`src/rtl/debounce_scheduler_if.sv`:
```
// ---------------------------------------------------------------------------
// debounce_scheduler_if
//
// Purpose : groups the button inputs and the scheduler status outputs of
//           debounce_scheduler into one bundle.
//
// Signals : btn_n        raw active-low buttons (board side -> scheduler)
//           press_pulse  one-cycle pulse per debounced press
//           busy         shared timer is running a window or finishing one
//           grant_idx    index of the button currently owning the timer
//           pend_mask    buttons released and waiting for the timer
//
// Modports: master - the side driving the buttons and reading the results
//           slave  - the scheduler itself
// ---------------------------------------------------------------------------
interface debounce_scheduler_if #(
    parameter int NUM_BTNS = 4
);
    logic [NUM_BTNS-1:0] btn_n;
    logic [NUM_BTNS-1:0] press_pulse;
    logic                busy;
    logic [2:0]          grant_idx;
    logic [NUM_BTNS-1:0] pend_mask;

    modport master (
        output btn_n,
        input  press_pulse,
        input  busy,
        input  grant_idx,
        input  pend_mask
    );

    modport slave (
        input  btn_n,
        output press_pulse,
        output busy,
        output grant_idx,
        output pend_mask
    );
endinterface

```
`src/rtl/debounce_scheduler.sv`:
```
// ---------------------------------------------------------------------------
// debounce_scheduler
//
// Purpose : debounces up to eight active-low push buttons with a single
//           shared window timer. Each button is synchronised and tracked
//           through press and release; released buttons wait in PEND and a
//           round-robin arbiter hands the timer to one of them at a time.
//           When a window expires the owning button gets a one-cycle
//           press pulse and returns to HIGH.
//
// Ports   : clk  - clock
//           rst  - asynchronous, active-high reset
//           bus  - debounce_scheduler_if.slave
//                    btn_n (in), press_pulse / busy / grant_idx /
//                    pend_mask (out)
//
// Parameters:
//           NUM_BTNS        - number of buttons, 1..8
//           DEBOUNCE_CYCLES - window length in clk cycles, 2..2^22
//
// Build option:
//           DEBOUNCE_RESTART_EN - when defined, a low sample on the granted
//           button during the window restarts the window, so the pulse only
//           follows DEBOUNCE_CYCLES consecutive released samples. When not
//           defined the window is a fixed length from the first release.
// ---------------------------------------------------------------------------
module debounce_scheduler #(
    parameter int NUM_BTNS        = 4,
    parameter int DEBOUNCE_CYCLES = 2400000
) (
    input  logic                clk,
    input  logic                rst,
    debounce_scheduler_if.slave bus
);

    localparam logic [21:0] LAST_COUNT = 22'(DEBOUNCE_CYCLES - 1);

    typedef enum logic [1:0] {
        B_HIGH,
        B_LOW,
        B_PEND
    } btn_state_e;

    typedef enum logic [1:0] {
        T_IDLE,
        T_RUN,
        T_DONE
    } tmr_state_e;

    // Synchroniser; sync2_q is the clean level every FSM works from.
    logic [NUM_BTNS-1:0] sync1_q;
    logic [NUM_BTNS-1:0] sync2_q;

    btn_state_e          btn_state_q [NUM_BTNS];
    logic [NUM_BTNS-1:0] pend;

    tmr_state_e          tmr_state_q;
    logic [21:0]         count_q;
    logic [2:0]          grant_idx_q;
    logic [2:0]          rr_ptr_q;
    logic                busy_q;
    logic [NUM_BTNS-1:0] press_pulse_q;

    // Arbiter and decode results
    logic                hi_valid;
    logic [2:0]          hi_idx;
    logic                lo_valid;
    logic [2:0]          lo_idx;
    logic                grant_valid_d;
    logic [2:0]          grant_idx_d;
    logic [NUM_BTNS-1:0] pulse_d;
    logic [2:0]          rr_ptr_d;

    // -----------------------------------------------------------------------
    // Two-flop synchroniser. Resetting to 1 (released) means the button
    // FSMs see no spurious press while the flops refill after reset.
    // -----------------------------------------------------------------------
    always_ff @(posedge clk or posedge rst) begin
        // NOTE: sequential state uses non-blocking assignments so every flop
        // samples pre-edge values, independent of block ordering.
        if (rst) begin
            sync1_q <= '1;
            sync2_q <= '1;
        end else begin
            sync1_q <= bus.btn_n;
            sync2_q <= sync1_q;
        end
    end

    // -----------------------------------------------------------------------
    // Per-button FSM: HIGH -> LOW on press, LOW -> PEND on release, and
    // PEND -> HIGH once the timer finishes this button's window. While in
    // PEND the input is ignored here; only the timer looks at it.
    // -----------------------------------------------------------------------
    always_ff @(posedge clk or posedge rst) begin
        // NOTE: the state array is a handful of flops, not a RAM, so it is
        // reset like any other control register.
        if (rst) begin
            for (int i = 0; i < NUM_BTNS; i++) begin
                btn_state_q[i] <= B_HIGH;
            end
        end else begin
            for (int i = 0; i < NUM_BTNS; i++) begin
                case (btn_state_q[i])
                    B_HIGH: if (!sync2_q[i]) btn_state_q[i] <= B_LOW;
                    B_LOW:  if (sync2_q[i])  btn_state_q[i] <= B_PEND;
                    B_PEND: begin
                        if (tmr_state_q == T_DONE && grant_idx_q == 3'(i)) begin
                            btn_state_q[i] <= B_HIGH;
                        end
                    end
                    default: btn_state_q[i] <= B_HIGH;
                endcase
            end
        end
    end

    // -----------------------------------------------------------------------
    // Round-robin pick: first PEND index at or after rr_ptr, wrapping.
    // Scanning downwards leaves the lowest qualifying index in each half;
    // the half at/above rr_ptr takes priority over the wrapped half.
    // -----------------------------------------------------------------------
    always_comb begin
        // NOTE: every combinational output gets a default first so no path
        // leaves it unassigned and no latch is inferred.
        pend     = '0;
        pulse_d  = '0;
        hi_valid = 1'b0;
        hi_idx   = '0;
        lo_valid = 1'b0;
        lo_idx   = '0;
        for (int i = NUM_BTNS - 1; i >= 0; i--) begin
            pend[i]    = (btn_state_q[i] == B_PEND);
            pulse_d[i] = (grant_idx_q == 3'(i));
            if (pend[i]) begin
                if (3'(i) >= rr_ptr_q) begin
                    hi_valid = 1'b1;
                    hi_idx   = 3'(i);
                end else begin
                    lo_valid = 1'b1;
                    lo_idx   = 3'(i);
                end
            end
        end
        grant_valid_d = hi_valid | lo_valid;
        grant_idx_d   = hi_valid ? hi_idx : lo_idx;
        rr_ptr_d      = (grant_idx_q == 3'(NUM_BTNS - 1)) ? 3'd0 : grant_idx_q + 3'd1;
    end

`ifdef DEBOUNCE_RESTART_EN
    // Synchronised level of whichever button owns the timer.
    logic granted_level;

    always_comb begin
        granted_level = 1'b1;
        for (int i = 0; i < NUM_BTNS; i++) begin
            if (grant_idx_q == 3'(i)) granted_level = sync2_q[i];
        end
    end
`endif

    // -----------------------------------------------------------------------
    // Shared timer FSM. Arbitration happens only in T_IDLE, so a button that
    // reaches PEND mid-window waits for the next idle cycle. The pulse is
    // registered on the way into T_DONE, giving exactly one cycle of pulse
    // while the timer sits in T_DONE.
    // -----------------------------------------------------------------------
    always_ff @(posedge clk or posedge rst) begin
        if (rst) begin
            tmr_state_q   <= T_IDLE;
            count_q       <= '0;
            grant_idx_q   <= '0;
            rr_ptr_q      <= '0;
            busy_q        <= 1'b0;
            press_pulse_q <= '0;
        end else begin
            press_pulse_q <= '0;
            case (tmr_state_q)
                T_IDLE: begin
                    if (grant_valid_d) begin
                        grant_idx_q <= grant_idx_d;
                        count_q     <= '0;
                        busy_q      <= 1'b1;
                        tmr_state_q <= T_RUN;
                    end
                end
                T_RUN: begin
`ifdef DEBOUNCE_RESTART_EN
                    // A bounce on the owner restarts the window in place;
                    // grant and state are kept.
                    if (!granted_level) begin
                        count_q <= '0;
                    end else
`endif
                    if (count_q == LAST_COUNT) begin
                        press_pulse_q <= pulse_d;
                        tmr_state_q   <= T_DONE;
                    end else begin
                        count_q <= count_q + 22'd1;
                    end
                end
                T_DONE: begin
                    rr_ptr_q    <= rr_ptr_d;
                    busy_q      <= 1'b0;
                    tmr_state_q <= T_IDLE;
                end
                default: begin
                    busy_q      <= 1'b0;
                    tmr_state_q <= T_IDLE;
                end
            endcase
        end
    end

    assign bus.press_pulse = press_pulse_q;
    assign bus.busy        = busy_q;
    assign bus.grant_idx   = grant_idx_q;
    assign bus.pend_mask   = pend;

endmodule

```
`src/flat_wrapper.sv`:
```
// flat-port wrapper written by rule: the top's interface ports become plain ports
module debounce_scheduler_flat 
#(
    parameter int NUM_BTNS        = 4,
    parameter int DEBOUNCE_CYCLES = 2400000
)
  (clk, rst, bus_btn_n, bus_press_pulse, bus_busy, bus_grant_idx, bus_pend_mask);
  debounce_scheduler_if #(.NUM_BTNS(NUM_BTNS)) bus_i ();
  input  logic clk;
  input  logic rst;
  input wire logic [$bits(bus_i.btn_n)-1:0] bus_btn_n;
  output wire logic [$bits(bus_i.press_pulse)-1:0] bus_press_pulse;
  output wire logic [$bits(bus_i.busy)-1:0] bus_busy;
  output wire logic [$bits(bus_i.grant_idx)-1:0] bus_grant_idx;
  output wire logic [$bits(bus_i.pend_mask)-1:0] bus_pend_mask;
  assign bus_i.btn_n = bus_btn_n;
  assign bus_press_pulse = bus_i.press_pulse;
  assign bus_busy = bus_i.busy;
  assign bus_grant_idx = bus_i.grant_idx;
  assign bus_pend_mask = bus_i.pend_mask;
  debounce_scheduler #(.NUM_BTNS(NUM_BTNS), .DEBOUNCE_CYCLES(DEBOUNCE_CYCLES)) u_core (.clk(clk), .rst(rst), .bus(bus_i));
endmodule
```
`config.mk`:
```
export PLATFORM = sky130hd
export DESIGN_NAME = debounce_scheduler_flat
export DESIGN_NICKNAME = d
export VERILOG_FILES = /design/src/rtl/debounce_scheduler_if.sv /design/src/rtl/debounce_scheduler.sv /design/src/flat_wrapper.sv
export SDC_FILE = /design/constraint.sdc
export NUM_CORES = 1
export LEC_CHECK = 0
export ABC_AREA = 1
export CAP_MARGIN = 0
export CORE_ASPECT_RATIO = 1.4
export CORE_MARGIN = 2
export CORE_UTILIZATION = 30
export CTS_CLUSTER_SIZE = 25
export DETAILED_ROUTE_END_ITERATION = 10
export GPL_TIMING_DRIVEN = 0
export SYNTH_ARGS = -nofsm -noshare
export SYNTH_HDL_FRONTEND = slang
export SYNTH_SLANG_ARGS = --single-unit
```
`constraint.sdc`:
```
create_clock -name clk -period 4.7 [get_ports clk]
set_clock_uncertainty 0.05 [all_clocks]
set_input_delay 0.94 -clock clk [delete_from_list [all_inputs] [get_ports clk]]
set_output_delay 0.94 -clock clk [all_outputs]
set_load 0.01 [all_outputs]
```
### Routed clock nets over the placement, run 1

Bar = 20 um.
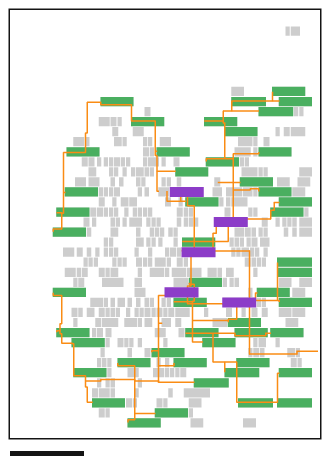
[green] flip-flops | count: 49
[orange] clock wires | length: 647 um
[purple] clock-net drivers | count: 5
routed clock nets: 6

### Register map, names as in the netlist, run 1

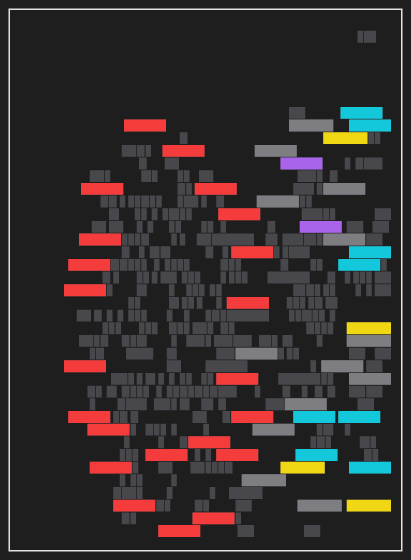
[cyan] `u_core.btn_state_q` | sequential cells: 8
[purple] `u_core.rr_ptr_q` | sequential cells: 2
[red] `u_core.count_q` | sequential cells: 22
[yellow] `u_core.sync2_q` | sequential cells: 4
not colored: 13
register area: 1240 um2
share of the final layout cell area in sequential cells: 39.3%

==> results.txt, run 1 <==
Flow results are below.

- The worst path uses 51.7% of the clock period.
- The initial antenna violation count is 0.
- The cell area that synthesis handed to floorplanning was 2680 um2.
- The hold path startpoint is u_core.sync1_q[0]$_DFF_PP1_, for reference.
- The post-synth tally of flip-flops with integrated enable is 0, for reference.
- The repair_antennas step left the layout with diodes totalling 0.
- The worst hold path was traced through 0 stages.
- 18 I/O pins were placed.
- The static leakage is 0.00145 uW, for reference.
- According to the floorplan report, the die width is 83.9 um.
- The CTS tree is built, for reference.
- The total area inside the core boundary comes to 8660 um2.
- Dividing total power by cell area gives a power density of 426 nW/um2.
- The global route total overflow is 0, for reference.
- The final timing report counts setup violations totalling 0.
- The final max-slew violation count recorded for this run is 0.
- The worst-skew pair later-pin latency is 0.29 ns, for reference.
- TritonCTS reports the number of clock sinks as 49.
- The share of the yosys chip area belonging to registers is 46.1%, for reference.
- The cell count after synthesis came out at 345.
- For the final routed database, the setup TNS stands at 0 ns.
- In this run the remaining antenna-violating nets after routing total 0.
- The most numerous cell in the Yosys netlist is sky130_fd_sc_hd__nand2_1, for reference.
- The fraction of registers with async set or reset after synthesis is 100%, for reference.
- For this configuration, the core starts out at a cell density of 31.0%.
- From bottom edge to top edge, the die measures 116 um.
- The worst flop-to-flop path endpoint is u_core.count_q[18]$_DFFE_PP0P_, for reference.
- The max-capacitance violation count is 0, for reference.
- The XOR/XNOR share of the synthesized area is 2.28%, for reference.
- The global routing report lists met1 layer usage as 15.1%.
- The total chip power is 1340 uW, for reference.
- The required time reported for the critical path endpoint is 3.71 ns, for reference.
- The number of port buffers is 16, for reference.
- CTS placed an instance of sky130_fd_sc_hd__clkbuf_16 at the clock tree root.
- The transition time at the pin with the least slew margin is 0.503 ns, for reference.
- The worst-path maximum fanout is 4, for reference.
- Per the repair_timing log after CTS, setup buffers inserted total 0.
- The fraction of post-synthesis cell area in the top cell type by area is 38.2%, for reference.
- The net count of the mapped netlist is 356, for reference.
- The maximum ir drop on the vdd rail is 0.000273 V, for reference.
- The run finished with clean final reports.
- The main logic family after synthesis is simple AND/OR/NAND/NOR gates, for reference.
- Post-synth the commonest register cell is sky130_fd_sc_hd__dfrtp_1.
- STA reports the tightest min-delay check as being of type reg -> reg.
- The via count is 2290, for reference.
- The detailed router reported a total wirelength of 6110 um.
- The cell-mix breakdown from Yosys lists the simple-gate area share as 35.8%.
- The count of synthesis-stage warnings from yosys is 0, for reference.
- The detailed-router iteration count before antenna repair is 4, for reference.
- After clock tree synthesis, the repair step resized 0 gates.
- Subtracting the final worst setup slack from the clock period gives 2.43 ns.
- The number of buffers on the longest clock path is 2, for reference.
- In the global route stage, met2 resource usage came out at 25.3%.
- The worst register-to-register path has a setup slack of 2.57 ns.
- The critical path in this run is classified as reg -> out.
- After synthesis, the most frequently instantiated cells are sky130_fd_sc_hd__nand2_1 (97), sky130_fd_sc_hd__nor2_1 (54), sky130_fd_sc_hd__dfrtp_1 (41).
- The cell-mix breakdown from Yosys lists the compound-gate area share as 5.31%.
- In the final design database the tool counted 380 nets.
- The total track usage is 13.4%, for reference.
- Once placement completed, the tool counted placed cells totaling 467.
- The biggest area contributor in the post-synthesis netlist is sky130_fd_sc_hd__dfrtp_1.
### Gate families picked out, run 1

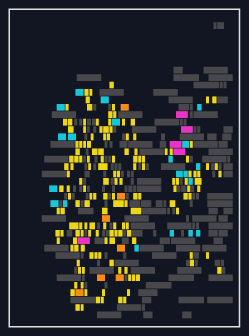
[orange] xor and xnor cells | cells: 7 | most used: xor2_1
[magenta] fa/ha/maj cells | cells: 5 | most used: ha_1 | where: right middle
[cyan] aoi and oai cells | cells: 20 | most used: o21ai_0
[yellow] nand cells | cells: 152 | most used: nand2_1
count of placed standard cells in the final layout, fillers left out: 475
Comb area share: 39.5%
dominant logic cell type in the layout: sky130_fd_sc_hd__nand2_1

==> run 1: flip-flops by register name, summed over array words and instances (netlist names) <==
name                    cells
u_core.btn_state_q          8
u_core.bus.busy             1
u_core.bus.grant_idx        2
u_core.bus.press_pulse      4
u_core.count_q             22
u_core.rr_ptr_q             2
u_core.sync1_q              4
u_core.sync2_q              4
u_core.tmr_state_q          2
==> run 1: cell type report <==
class	count	area, um2
plain buffers	8	67.6
fillers	899	5520
clock buffers	5	125
flip-flops and latches	49	1240
repair buffers	17	180
inverters	37	139
clock inverters	3	21.3
multi-input cells	251	1240
well taps	105	131
==> run 1: power breakdown <==
group | internal, uW | total (uW) | switching (uW) | leakage, uW
logic | 162 | 408 | 246 | 0.000757
clock network | 198 | 357 | 159 | 0.0000702
registers | 494 | 574 | 79.5 | 0.000620
==> run 1: critical path, stage by stage (launching register included) <==
cell and delay [ns]:
sky130_fd_sc_hd__dfrtp_1 0.36, sky130_fd_sc_hd__inv_1 0.07, sky130_fd_sc_hd__nand2_1 0.10, sky130_fd_sc_hd__inv_1 0.11
sky130_fd_sc_hd__clkdlybuf4s50_1 0.53
==> run 1: per-layer routing <==
metal / part of all wire, % / routed length, um
met2: 55 / 3360
met5: 0 / 0
met1: 41 / 2510
met3: 2.3 / 138
met4: 1.6 / 100
==> run 1: logic make-up (layout without fill, tap and decap cells) <==
| logic type | Yosys count | after routing |
|---|---|---|
| DFF | 49 | 49 |
| xor gates and xnor gates | 7 | 7 |
| and+or+nand+nor | 216 | 216 |
| other | 1 | 1 |
| buffers and inverters | 45 | 70 |
| muxes | 1 | 1 |
| AOI/OAI and AO/OA | 21 | 21 |
| adders and majority gates | 5 | 5 |
## Run 2: what changed since run 1
==> constraint.sdc (replaced) <==
create_clock -name clk -period 2.3 [get_ports clk]
set_clock_uncertainty 0.05 [all_clocks]
set_input_delay 0.46 -clock clk [delete_from_list [all_inputs] [get_ports clk]]
set_output_delay 0.46 -clock clk [all_outputs]
set_load 0.01 [all_outputs]
### Cells colored by class, run 2

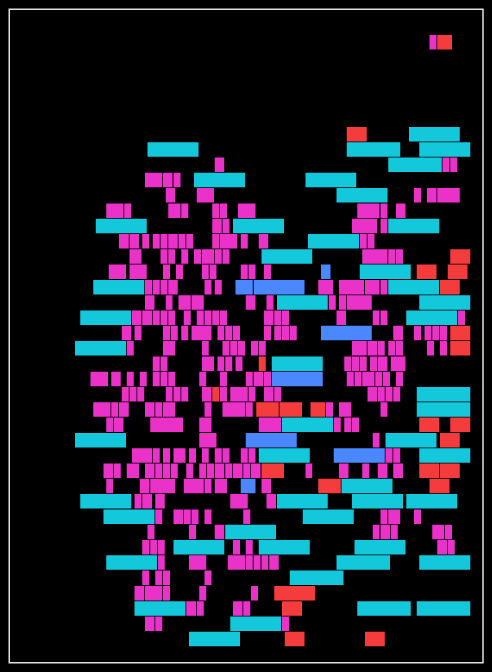
[blue] clock drivers and dummy loads | cells: 8 | share of their area: 4.9%
[cyan] registers | cells: 49 | share of their area: 41%
[magenta] remaining logic cells | cells: 288 | share of their area: 46%
[red] remaining buffers and delay cells | cells: 25 | share of their area: 8.2%
Core Region: 8660 um2
final core area utilization: 36.3%
Layout Cell Area excl Fill: 3140 um2
standard-cell row count: 40

### Gate families picked out, run 2

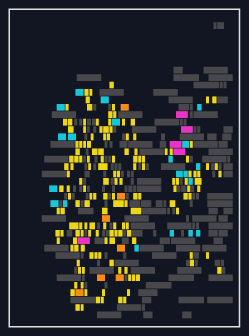
[magenta] fa/ha/maj cells | cells: 5 | most used: ha_1 | where: right middle
[orange] xor and xnor cells | cells: 7 | most used: xor2_1
[yellow] nand cells | cells: 152 | most used: nand2_1
[cyan] aoi and oai cells | cells: 20 | most used: o21ai_0

==> run 2 against run 1 <==
Utilization unchanged. Combinational power rose by 100%. Sequential share of layout area unchanged. Largest cell class unchanged.
==> results.txt, run 2 <==
Flow results are below.

- The maximum ir drop on the vdd rail came to 0.000557 V (+100%).
- The global route total overflow is 0 (unchanged), for reference.
- The net count of the mapped netlist is 356 (unchanged), for reference.
- The total of flip-flops plus latches after synthesis is 49, for reference.
- The maximum achievable frequency is 0.470 GHz, for reference.
- The top logic cell by instance count in the layout is sky130_fd_sc_hd__nand2_1, for reference.
- The worst-skew pair later-pin latency came to 0.29 ns (about the same).
- The total chip power is 2740 uW (+100%), for reference.
- The sum of met3 wire segment lengths after detailed routing is 138 um (unchanged), for reference.
- Hold repair after CTS inserted 0 buffers.
- The kind of cell with the highest combined delay on the critical path is simple AND/OR/NAND/NOR gates, for reference.
- The initial antenna violation count was 0 (unchanged).
- The area fraction in and, or, nand and nor cells after synthesis came to 35.8% (unchanged).
- The number of buffer and inverter stages on the critical path is 1 (-2), for reference.
- The total of cells resized after clock tree synthesis is 0 (unchanged), for reference.
- The via count of the first global-routing pass is 2226.
- The weighted congestion at the end of routability-driven global placement is 0.860, for reference.
- The signal on the critical path passes through ha_1 -> nand3_2 -> nor3_4 -> nand3_2 -> nand2_4 -> nand2_4 -> buf_6 -> nand2_1 -> nand2_1.
- The vertical die size is 116 um (unchanged).
- The final wirelength is 6110 um (unchanged).
- The instance tally after logic synthesis is 345 (unchanged), for reference.
- The worst-case max-slew headroom was logged as 66.5%.
- The number of nets still failing antenna checks after routing is 0 (unchanged).
- The total length of routed met2 wires is 3360 um (unchanged), for reference.
- The worst hold path begins at u_core.sync1_q[0]$_DFF_PP1_.
- The antenna diode count is 0 (unchanged).
- The cell depth of the worst flop-to-flop path is 9, for reference.
- Sorting the synthesis cell report by count puts at the top sky130_fd_sc_hd__nand2_1.
- The fraction of final layout cells sized beyond drive strength 1 is 12.7%, for reference.
- The via count came to 2290 (unchanged).
- The launching element type of the critical path is a flip-flop, for reference.
- The fill cell total of the finished layout was 899 (unchanged).
- The detailed-router iteration count before antenna repair was 4 (unchanged).
- The tally of unique sky130hd cells used after synthesis is 32, for reference.
- The initial core utilization is 31.0% (unchanged), for reference.
- The most area-hungry cell type in the Yosys netlist is sky130_fd_sc_hd__dfrtp_1, for reference.
- The static leakage was 0.00145 uW (unchanged).
- The total track usage is 13.4% (unchanged), for reference.
- The endpoint type of the worst setup path is a flip-flop, for reference.
- The largest stage delay on the critical path came to 0.52 ns (about the same).
- The post-layout minimum cycle time is 2.13 ns, for reference.
- The first global-routing pass estimated 10500 um of wire.
- By instance count after routing, the leading logic cell types are sky130_fd_sc_hd__nand2_1 (97), sky130_fd_sc_hd__nor2_1 (54), sky130_fd_sc_hd__dfrtp_1 (41).
- The post-synth tally of flip-flops with integrated enable came to 0 (unchanged).
- The number of H-tree levels is 2, for reference.
- The largest net degree at the start of global routing is 39, for reference.
- The XOR/XNOR share of the synthesized area came to 2.28% (unchanged).
- The count of synthesis-stage warnings from yosys is 0 (unchanged), for reference.
- STA reports the tightest min-delay check as being of type reg -> reg.
- The worst flop-to-flop path endpoint is u_core.count_q[18]$_DFFE_PP0P_, for reference.
- Per the synth stats, the flop cell with the highest instance count is sky130_fd_sc_hd__dfrtp_1.
- The area added between synthesis and finish is 17.1%, for reference.
- Summing all multiplexer cells gives an area fraction of 0.420%.
- The fraction of registers with async set or reset after synthesis is 100% (unchanged), for reference.
- The number of endpoints failing setup at the final stage is 0 (unchanged), for reference.
- The number of port buffers is 16 (unchanged).
- The max-slew violation count is 0 (unchanged), for reference.
- The OpenROAD warning count is 29, for reference.
- The final non-filler cell total is 475 (unchanged), for reference.
- The number of primary I/O pins is 18 (unchanged), for reference.
- The routed layout reports a DRC error count of 0.
- The worst setup slack for register-to-register paths is 0.17 ns (-2.40 ns), for reference.
- Setup repair after global routing left no endpoint under its margin.
- Looking at the clock tree report, the root buffer type is sky130_fd_sc_hd__clkbuf_16.
- The routed metal-1 wire length came to 2510 um (unchanged).
- The max-capacitance violation count is 0 (unchanged), for reference.
- The HPWL after detailed placement is 4670 um, for reference.
- The CTS tree is built, for reference.
- The post-synthesis instance area is 2680 um2 (unchanged), for reference.
- The share of the yosys chip area belonging to registers is 46.1% (unchanged).
- Per the log, the first TritonRoute iteration ended with a DRC count of 138.
- Dividing the synthesized area by the synthesized cell count gives 7.78 um2.
- The uppermost metal layer occupied by signal nets is met4, for reference.
- In the final layout, the registers with the most flip-flops are u_core.count_q (22), u_core.btn_state_q (8).
- The number of buffers added for setup after CTS came to 0 (unchanged).
- The placement stage leaves a total instance area of 3000 um2.
- The number of nets in the final layout was 380 (unchanged).
- The number of buffers created by CTS is 5, for reference.
- The endpoint of the most critical setup path is u_core.count_q[18]$_DFFE_PP0P_, for reference.
- The transition time at the pin with the least slew margin is 0.503 ns (unchanged).
- The area reported by Yosys stat is 2680 um2, for reference.
- The required time reported for the critical path endpoint is 2.43 ns (-1.28 ns), for reference.
- Counting flops per register, the top entry is u_core.count_q.
- The critical path depth is 9 (+5).
- The compound-gate portion of the synthesized area came to 5.31% (unchanged).
- The clock sink count is 49 (unchanged), for reference.
- The horizontal die dimension is 83.9 um (unchanged), for reference.
- The flow ran to the end, and the final reports show no timing, DRC or antenna violations.
- Per the final timing report, the hold violations number 0.
- The cell total in the yosys stat output is 345, for reference.
- The fraction of post-synthesis cell area in the top cell type by area was 38.2% (unchanged).
- For reference, full adder, half adder and majority cells occupy 2.33% of the area reported after synthesis.
- The cell with the largest stage delay on the worst path is sky130_fd_sc_hd__dfrtp_1, for reference.
- The overall chip area is 9730 um2, for reference.
- By count the netlist is led by sky130_fd_sc_hd__nand2_1 (97), sky130_fd_sc_hd__nor2_1 (54), sky130_fd_sc_hd__dfrtp_1 (41).
- The number of buffers on the longest clock path is 2 (unchanged), for reference.
- The share of the clock period used by the worst path after layout is 92.5%, for reference.
- The worst-path maximum fanout is 10 (+6), for reference.
- The type of the worst setup path is reg -> reg, for reference.
- The clock edge transition at the registers on the reported setup and hold paths is 0.07 ns, for reference.
- By area, the combinational part of the netlist is dominated by simple AND/OR/NAND/NOR gates.
- The total power divided by cell area is 871 nW/um2 (+100%).
- The routed wirelength normalized by instance count is 12.9 um, for reference.
- The number of placed cells counting well taps came to 467 (unchanged).
- The flip-flop count of the largest register after layout is 22 (unchanged), for reference.
==> run 2: metrics by stage <==
stage / worst slack [ns] / hold slack, ns / TNS, ns / utilization, %
2_1_floorplan: 0.599 / 0.295 / 0 / -
3_3_place_gp: -0.382 / 0.296 / -15.52 / 34.4
3_5_place_dp: 0.201 / 0.297 / 0 / 34.6
4_1_cts: 0.179 / 0.307 / 0 / 36.3
5_1_grt: 0.0177 / 0.310 / 0 / 36.3
6_report: 0.172 / 0.306 / 0 / 36.3
==> run 2: metal layers <==
metal / global-route usage (%) / vias up
met5: 0 / -
met2: 25.3 / 34
met3: 2.35 / 10
li1: - / 1137
met4: 4.73 / 0
met1: 15.1 / 1109
==> run 2: area by class of cell <==
cell class,instances,area [um2],share of cell area [%]
clock buffers,5,125,3.98
multi-input cells,251,1240,39.5
flip-flops and latches,49,1240,39.3
clock inverters,3,21.3,0.677
inverters,37,139,4.42
plain buffers,8,67.6,2.15
repair buffers,17,180,5.73
well taps,105,131,4.18
==> run 2: worst min-delay path by stage <==
stage | end | slack (ns) | cells after the start
after floorplan | u_core.sync2_q[0]$_DFF_PP1_ | 0.30 | 0
after global placement | u_core.sync2_q[0]$_DFF_PP1_ | 0.30 | 0
after detailed placement | u_core.sync2_q[0]$_DFF_PP1_ | 0.30 | 0
after CTS | u_core.sync2_q[0]$_DFF_PP1_ | 0.31 | 0
after global routing | u_core.sync2_q[2]$_DFF_PP1_ | 0.31 | 0
final | u_core.sync2_q[0]$_DFF_PP1_ | 0.31 | 0
==> run 2: where the power goes <==
group          switching [uW]  total [uW]  internal, uW
clock                     325         730           405
combinational             503         834           330
sequential                162        1170          1010
## Run 3: what changed since run 2
--- a/config.mk
+++ b/config.mk
@@ -13,6 +13,7 @@
 export CTS_CLUSTER_SIZE = 25
 export DETAILED_ROUTE_END_ITERATION = 10
 export GPL_TIMING_DRIVEN = 0
+export HOLD_SLACK_MARGIN = 0.03
 export SYNTH_ARGS = -nofsm -noshare
 export SYNTH_HDL_FRONTEND = slang
 export SYNTH_SLANG_ARGS = --single-unit
### Register map, names as in the netlist, run 3

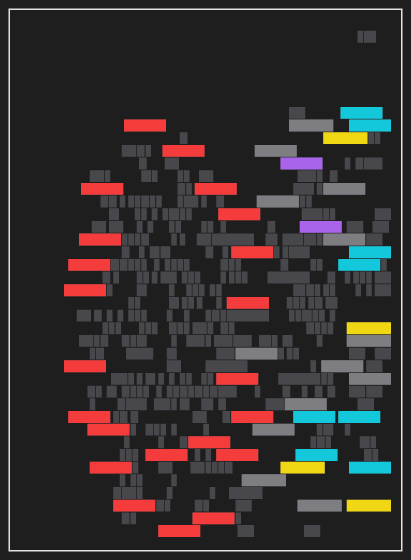
[red] `u_core.count_q` | sequential cells: 22
[cyan] `u_core.btn_state_q` | sequential cells: 8
[yellow] `u_core.sync2_q` | sequential cells: 4
[purple] `u_core.rr_ptr_q` | sequential cells: 2
not colored: 13

### Clock routing, run 3

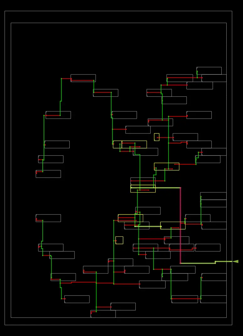
TritonCTS buffer count: 5
sinks on the clock net: 49
Clock Buffer Count: 5
total number of sequential cells: 49

==> run 3 against run 2 <==
Design area is the same. Non-clock buffer count did not move. Setup slack did not move. Worst hold slack is the same. Global-route usage stayed put. Combinational power is essentially flat. Sequential power about the same. Maximum frequency unchanged. Register-to-register slack about the same. Clock-buffer cell count unchanged. Largest cell class unchanged.
==> results.txt, run 3 <==
Flow results are below.

- The final wirelength is 6110 um (unchanged), for reference.
- The final non-filler cell area is 3140 um2 (unchanged).
- TritonCTS built the clock tree.
- The most area-hungry cell type in the Yosys netlist is sky130_fd_sc_hd__dfrtp_1, for reference.
- The cell total in the yosys stat output is 345 (unchanged), for reference.
- The met2 track demand over resource in global routing was 25.3% (unchanged).
- The total power divided by cell area is 871 nW/um2 (unchanged), for reference.
- The met1 demand-to-capacity share in global routing is 15.1% (unchanged), for reference.
- Per STA, the endpoint of the critical path is u_core.count_q[18]$_DFFE_PP0P_.
- The main flop type after synthesis is sky130_fd_sc_hd__dfrtp_1, for reference.
- The OpenROAD warning count is 29 (unchanged).
- The horizontal die dimension came to 83.9 um (unchanged).
- The total of cells resized after clock tree synthesis is 0 (unchanged), for reference.
- The number of buffer and inverter stages on the critical path is 1 (unchanged), for reference.
- The uppermost metal layer occupied by signal nets is met4, for reference.
- The worst setup path is launched from a flip-flop.
- The area added between synthesis and finish is 17.1% (unchanged), for reference.
- The via count of the first global-routing pass was 2226 (unchanged).
- The number of placed cells counting well taps is 467 (unchanged), for reference.
- The top cell types in the final layout, fill and taps aside, are sky130_fd_sc_hd__nand2_1 (97), sky130_fd_sc_hd__nor2_1 (54), sky130_fd_sc_hd__dfrtp_1 (41).
- The worst-path maximum fanout is 10 (unchanged), for reference.
- The cell depth of the worst flop-to-flop path is 9 (unchanged).
- The largest net degree at the start of global routing is 39 (unchanged).
- The number of placement rows is 40 (unchanged), for reference.
- The total track usage is 13.4% (unchanged), for reference.
- The share of the yosys chip area belonging to registers is 46.1% (unchanged).
- The total of flip-flops plus latches after synthesis came to 49 (unchanged).
- The adder and majority gate portion of the synthesized area was 2.33% (unchanged).
- The worst-skew pair later-pin latency was 0.29 ns (about the same).
- The placed instance area is 3000 um2 (unchanged).
- The largest stage delay on the critical path is 0.52 ns (about the same).
- Per the timing report, the most critical flop-to-flop path finishes at u_core.count_q[18]$_DFFE_PP0P_.
- The clock edge transition at the registers on the reported setup and hold paths is 0.07 ns (about the same), for reference.
- The worst setup path is captured at a flip-flop.
- The number of primary I/O pins is 18 (unchanged), for reference.
- The number of buffers added for setup after CTS was 0 (unchanged).
- The number of endpoints failing setup at the final stage is 0 (unchanged), for reference.
- The detailed-router iteration count before antenna repair is 4 (unchanged), for reference.
- The register with the highest flop count is u_core.count_q, for reference.
- The net count of the mapped netlist is 356 (unchanged), for reference.
- Listed in order, past its start point the critical path passes ha_1 -> nand3_2 -> nor3_4 -> nand3_2 -> nand2_4 -> nand2_4 -> buf_6 -> nand2_1 -> nand2_1.
- The tree is rooted in a sky130_fd_sc_hd__clkbuf_16.
- The mean instance size in the synthesized netlist is 7.78 um2 (unchanged), for reference.
- The static leakage is 0.00145 uW (unchanged), for reference.
- The routed wirelength normalized by instance count is 12.9 um (unchanged), for reference.
- The required time reported for the critical path endpoint is 2.43 ns (about the same), for reference.
- The HPWL after detailed placement was 4670 um (unchanged).
- The vertical die size is 116 um (unchanged), for reference.
- The most numerous cell in the Yosys netlist is sky130_fd_sc_hd__nand2_1, for reference.
- The cell with the largest stage delay on the worst path is sky130_fd_sc_hd__dfrtp_1, for reference.
- The sum of met3 wire segment lengths after detailed routing is 138 um (unchanged), for reference.
- The critical path depth is 9 (unchanged), for reference.
- The number of nets still failing antenna checks after routing was 0 (unchanged).
- The terminating pin of the worst hold path is u_core.sync2_q[0]$_DFF_PP1_, for reference.
- The met3 demand-to-capacity share in global routing is 2.35% (unchanged).
- The share of the clock period used by the worst path after layout is 92.5% (unchanged), for reference.
- The number of buffers on the longest clock path is 2 (unchanged).
- The initial antenna violation count was 0 (unchanged).
- In the setup report, the worst path falls into the class reg -> reg.
- The run finished with clean final reports.
- The XOR/XNOR share of the synthesized area came to 2.28% (unchanged).
- The placeable core area came to 8660 um2 (unchanged).
- The fraction of registers with async set or reset after synthesis was 100% (unchanged).
- The post-synth tally of flip-flops with integrated enable is 0 (unchanged), for reference.
- The antenna diode count came to 0 (unchanged).
- The maximum achievable frequency came to 0.470 GHz (unchanged).
- The worst setup slack for register-to-register paths is 0.17 ns (about the same).
- The fill cell total of the finished layout came to 899 (unchanged).
- Leaving out fill and tap cells, the most frequent cell in the layout is sky130_fd_sc_hd__nand2_1.
- Sorting the synthesized cells by how often they occur yields sky130_fd_sc_hd__nand2_1 (97), sky130_fd_sc_hd__nor2_1 (54), sky130_fd_sc_hd__dfrtp_1 (41).
- The max-slew violation count came to 0 (unchanged).
- The peak-usage layer in the global routing report is met2, for reference.
- The number of port buffers came to 16 (unchanged).
- The hold path startpoint is u_core.sync1_q[0]$_DFF_PP1_, for reference.
- The normalized max-slew margin is 66.5% (unchanged).
- The max-capacitance violation count is 0 (unchanged), for reference.
- The number of H-tree levels is 2 (unchanged), for reference.
- The kind of cell with the highest combined delay on the critical path is simple AND/OR/NAND/NOR gates, for reference.
- The post-layout minimum cycle time is 2.13 ns (unchanged), for reference.
- The post-synthesis instance area came to 2680 um2 (unchanged).
run 3: cell counts in the layout (fill, tap and decap cells not counted):
Identical to the previous run, type by type.
run 3: layout make-up:
| type | instances | area [um2] | area share [%] |
|---|---|---|---|
| Inverter | 37 | 139 | 4.42 |
| Buffer | 8 | 67.6 | 2.15 |
| Clock inverter | 3 | 21.3 | 0.677 |
| Tap cell | 105 | 131 | 4.18 |
| Sequential cell | 49 | 1240 | 39.3 |
| Clock buffer | 5 | 125 | 3.98 |
| Timing Repair Buffer | 17 | 180 | 5.73 |
| Multi-Input combinational cell | 251 | 1240 | 39.5 |
run 3: where the power goes:
group	switching (uW)	internal [uW]
clock network	325	405
registers	162	1010
logic	503	330
run 3: cells by family after synthesis:
family                     Yosys count
adders and majority gates            5
and+or+nand+nor                    216
xor gates and xnor gates             7
DFF                                 49
buffers and inverters               45
AOI/OAI and AO/OA                   21
muxes                                1
other                                1
run 3: per-stage QoR:
step           TNS, ns  total power [uW]  utilization (%)  setup slack [ns]
2_1_floorplan        0              1740                -             0.599
4_1_cts              0              2770             36.3             0.179
3_5_place_dp         0              2030             34.6             0.201
5_1_grt              0              2940             36.3            0.0177
3_3_place_gp    -15.52              2000             34.4            -0.382
6_report             0              2740             36.3             0.172
run 3: worst reg2reg max path, cell delays in order (launching register included):
cell and delay, ns:
sky130_fd_sc_hd__dfrtp_1 0.52, sky130_fd_sc_hd__ha_1 0.35, sky130_fd_sc_hd__nand3_2 0.17, sky130_fd_sc_hd__nor3_4 0.28
sky130_fd_sc_hd__nand3_2 0.17, sky130_fd_sc_hd__nand2_4 0.15, sky130_fd_sc_hd__nand2_4 0.07, sky130_fd_sc_hd__buf_6 0.15
sky130_fd_sc_hd__nand2_1 0.07, sky130_fd_sc_hd__nand2_1 0.04
Power is estimated from default activity; no workload was simulated.
